==> config.mk <==
export PLATFORM = sky130hd
export DESIGN_NAME = vend_ctrl
export DESIGN_NICKNAME = d
export VERILOG_FILES = /design/src/rtl/vend_ctrl.sv
export SDC_FILE = /design/constraint.sdc
export NUM_CORES = 1
export LEC_CHECK = 0
export CORE_AREA = 2 2 74 76
export DETAILED_ROUTE_END_ITERATION = 6
export DIE_AREA = 0 0 76 78
export GPL_TIMING_DRIVEN = 0
export PLACE_DENSITY = 0.77
export SLEW_MARGIN = 20
export SYNTH_ARGS = -nofsm -noshare
export SYNTH_HDL_FRONTEND = slang
export SYNTH_SLANG_ARGS = --single-unit
==> constraint.sdc <==
create_clock -name clk -period 4.3 [get_ports clk]
set_input_delay 0.43 -clock clk [delete_from_list [all_inputs] [get_ports clk]]
set_output_delay 0.43 -clock clk [all_outputs]
set_load 0.01 [all_outputs]
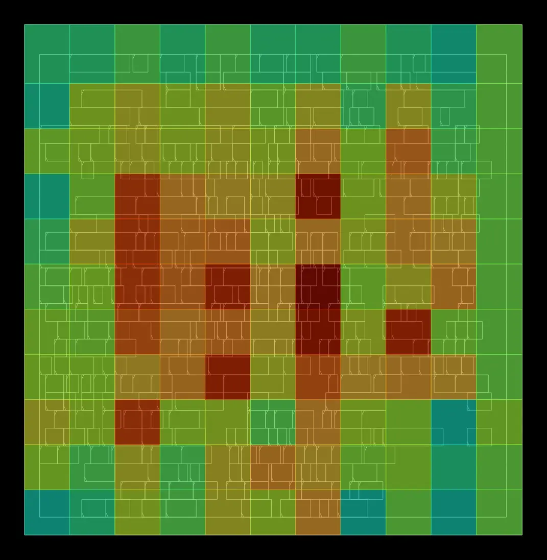
(run_1/final_congestion.png)
M2 GR Usage: 0.415
core occupancy in the finished layout: 0.629

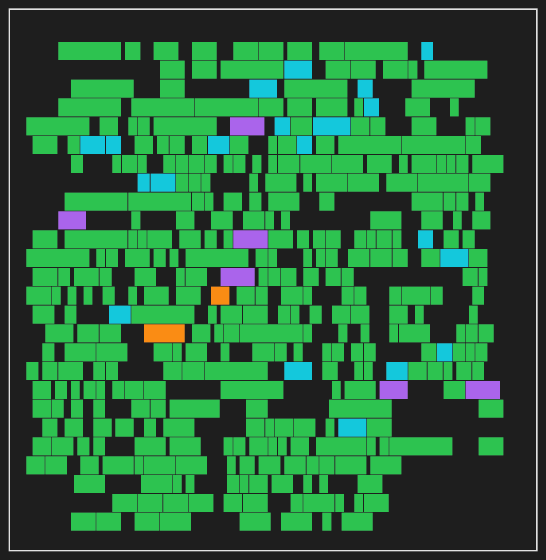
(run_1/drive_strength.png)
size	colour	cells
drive 3 to 4	orange	2
drive 2	cyan	20
drive 1 or less	green	336
drive 6 and up	purple	6
Repair and plain buffers: 40
area growth from synthesis to layout: 15.3%

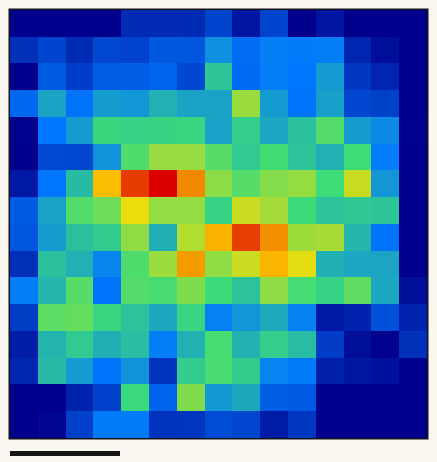
(run_1/wire_density.png)
Bar = 20 µm. The die is cut into 15 by 16 equal tiles; dark blue is low, red is high, scaled to the fullest tile. Values are wire area over tile area, all layers added.
mean over tiles	0.18
nearly empty tiles	14%
densest ninth of the die	centre
GRT Overall Usage: 0.240
count of vias placed by the detailed router: 2569
post-DR wirelength/cell: 16.1 µm
final routed wirelength across all metal layers: 6970 µm

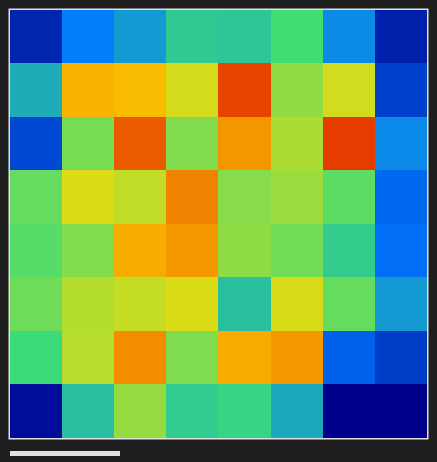
(run_1/density.png)
Bar = 20 µm. The die is cut into 8 by 8 equal tiles; dark blue is low, red is high, 0 to 100% covered.
tiles over 75% full	19%
nearly empty tiles	3.1%
fullest tile	93%
emptiest ninth of the die	lower right
densest ninth of the die	centre
mean over tiles	52%
fp util: 0.545
placeable core area: 5040 µm²

==> impl_metrics.env <==
# physical design summary
export IMPL_clock_tree_htree_level_count=1
export IMPL_pre_cts_slack_ps=617
export IMPL_warnings=30
export IMPL_post_synth_instance_area_um2=2750
export IMPL_top_cells_by_area="dfrtp_1, ha_1, a21oi_1"
export IMPL_clock_latency_ps=270
export IMPL_final_min_clock_period_ps=3420
export IMPL_setup_tns_final_ps=0
export IMPL_critPathArrivalTime_ps=3590
export IMPL_post_route_cells_drive_above_1_share=0.0769
export IMPL_cts_hold_fix_buffers=0
export IMPL_timing_critical_path_fanout_max=10
export IMPL_final_setup_margin_ps=882
export IMPL_p_leak_uw=0.00141
export IMPL_largest_area_cell="dfrtp_1"
export IMPL_top_level_ports=30
export IMPL_synth_lib_cells_used_distinct=64
export IMPL_finalMaxSlewViolations=0
export IMPL_drv_cap=0
export IMPL_die_area_um2=5930
export IMPL_timing_fmax_mhz=293
export IMPL_cts_root_buffer_cell="clkbuf_8"
export IMPL_hold_path_class="in -> async"
export IMPL_grt_pass1_wl_um=11700
export IMPL_tritoncts="done"
export IMPL_antenna_found_initial=0
export IMPL_worst_r2r_cell_count=13
export IMPL_synth_chip_area_um2=2750
export IMPL_max_slew_margin_rel=0.551
export IMPL_syn_mean_instance_area_um2=8.30
export IMPL_cts_root_to_sink_buffers=2
export IMPL_ant_nets=0
export IMPL_cts_inserted_buffers=3
export IMPL_synth_main_ff_cell="dfrtp_1"
export IMPL_layout_cells_non_filler=434
export IMPL_drc=0
export IMPL_ir_drop_mv=0.135
export IMPL_via_count_of_the_first_global_routing_pass=2503
export IMPL_final_weighted_congestion_of_routability_driven_global_placement=0.917
export IMPL_worstSetupEndpointType="register"
export IMPL_outcome="complete, no violations"
export IMPL_postSynthNetCount=376
export IMPL_drt_first_pass_iters=4
export IMPL_gate_count_post_synth=331
export IMPL_grt_overflow_total=0
export IMPL_finalHoldViolations=0
export IMPL_unrepaired_setup_endpoints_after_global_routing="no"
export IMPL_timing_critical_path_from_type="input port"
export IMPL_yosysTopAreaCellShare=0.228
export IMPL_antenna_cells=0
export IMPL_worst_slew_pin_transition_ps=664
export IMPL_asyncSetResetFlopFracSynth=1.00
export IMPL_crit_required_ps=4470
export IMPL_drt_iter0_markers=143
export IMPL_viasPerCell=5.92
export IMPL_dieWidth_um=76
export IMPL_ys_seq_elements=25
export IMPL_yosysSeqAreaShare=0.228
export IMPL_power_density_cell_area_nw_per_um2=212
export IMPL_r2r_setup_slk_ps=970
export IMPL_totalPowerFinal_uw=673
export IMPL_maximum_number_of_pins_on_one_net_before_global_route_repair=26
export IMPL_finalCritPeriodShare=0.795
export IMPL_synthesis_yosys_warnings=0
export IMPL_worstSetupPathType="in -> reg"
export IMPL_hpwlAfterDp_um=5460
export IMPL_placement_io_buffers=29
export IMPL_core_rowCount=26
export IMPL_placed_cells=430
export IMPL_nets=410
export IMPL_edf_count=0
export IMPL_postCtsSetupBuffers=0
export IMPL_largest_register_ffs=8
export IMPL_cts_repair_resize_count=0
export IMPL_worst_clock_skew_ps=3.62
export IMPL_numClockSinks=25
export IMPL_setup_viol_count_final=0
export IMPL_die_h_um=78
export IMPL_clk_pin_slew_worst_paths_ps=100
export IMPL_cell_total_in_the_yosys_stat_output=331
## run 1: metrics by stage
| step | hold slack, ps | instance area [µm²] |
|---|---|---|
| after floorplan | 134 | 2750 |
| after global placement | 488 | 3130 |
| after detailed placement | 462 | 3120 |
| after CTS | 158 | 3170 |
| after global routing | 183 | 3170 |
| final | 145 | 3170 |
## run 1: report_power, final
part | total (µW) | leakage [µW] | switching (µW) | internal [µW]
logic | 262 | 0.00109 | 141 | 121
registers | 263 | 0.000301 | 20.7 | 243
clock network | 148 | 0.0000217 | 82.1 | 65.8
## run 1: placed cells by master (no fill, tap or decap), types with 3 or more instances in the layout
cell type	n
ha_1	30
o21ai_0	16
nand2_1	24
o211ai_1	4
mux2_2	5
or2_2	7
o31ai_1	3
nand3_1	13
a311o_1	3
fa_1	3
dfrtp_1	25
nor3_1	9
o21a_1	3
clkbuf_8	4
xnor2_1	6
a31oi_1	4
nor2b_1	9
clkdlybuf4s50_1	28
nor2_1	19
a21oi_1	23
mux2i_1	10
xor2_1	5
nand2b_1	5
nor3b_1	5
inv_1	28
a211oi_1	6
clkbuf_1	7
a21o_1	7
nor4_1	3
## run 1: cell usage after synthesis (3+ instances only)
| cell | number |
|---|---|
| ha_1 | 30 |
| inv_1 | 28 |
| dfrtp_1 | 25 |
| nand2_1 | 24 |
| a21oi_1 | 23 |
| nor2_1 | 19 |
| o21ai_0 | 16 |
| nand3_1 | 13 |
| mux2i_1 | 10 |
| nor2b_1 | 9 |
| nor3_1 | 9 |
| a21o_1 | 7 |
| clkbuf_1 | 7 |
| or2_2 | 7 |
| a211oi_1 | 6 |
| xnor2_1 | 6 |
| mux2_2 | 5 |
| nand2b_1 | 5 |
| nor3b_1 | 5 |
| xor2_1 | 5 |
| a31oi_1 | 4 |
| o211ai_1 | 4 |
| a311o_1 | 3 |
| fa_1 | 3 |
| nor4_1 | 3 |
| o21a_1 | 3 |
| o31ai_1 | 3 |
## run 1: worst max-delay path: stages
cell and delay (ps):
clkdlybuf4s50_1 550, nand2_1 80, or2_2 300, ha_1 310, a2111oi_2 380, nor3b_1 110, a21o_1 170, a21oi_2 330
o21ai_1 300, a22o_1 310, a311o_1 310
## run 1: routing by layer
layer / vias to the layer above / wire [µm] / GRT usage
met1: 1221 / 3240 / 0.321
met2: 61 / 3340 / 0.415
met5: - / 0 / 0
li1: 1276 / - / -
met4: 0 / 127 / 0.0764
met3: 11 / 264 / 0.0198
## run 1: logic make-up after synthesis
kind of cell	Yosys count	share of synthesized area
flip-flops	25	0.228
AND-OR/OR-AND	98	0.248
buffers and inverters	40	0.0642
XOR/XNOR	11	0.0351
multiplexers	15	0.0569
AND/OR/NAND/NOR	109	0.209
adder cells (fa/ha/maj)	33	0.158
## run 1: area by class of cell
type                       instances  area, µm²
multi-input combinational        266       1950
fill                             463       1870
sequential                        25        626
timing repair buffer              29        285
inverter                          29        109
tap                               70       87.6
buffer                            11       67.6
clock buffer                       3       41.3
clock inverter                     1       7.51
No activity file was given, so power comes from the tool's default toggle rates.
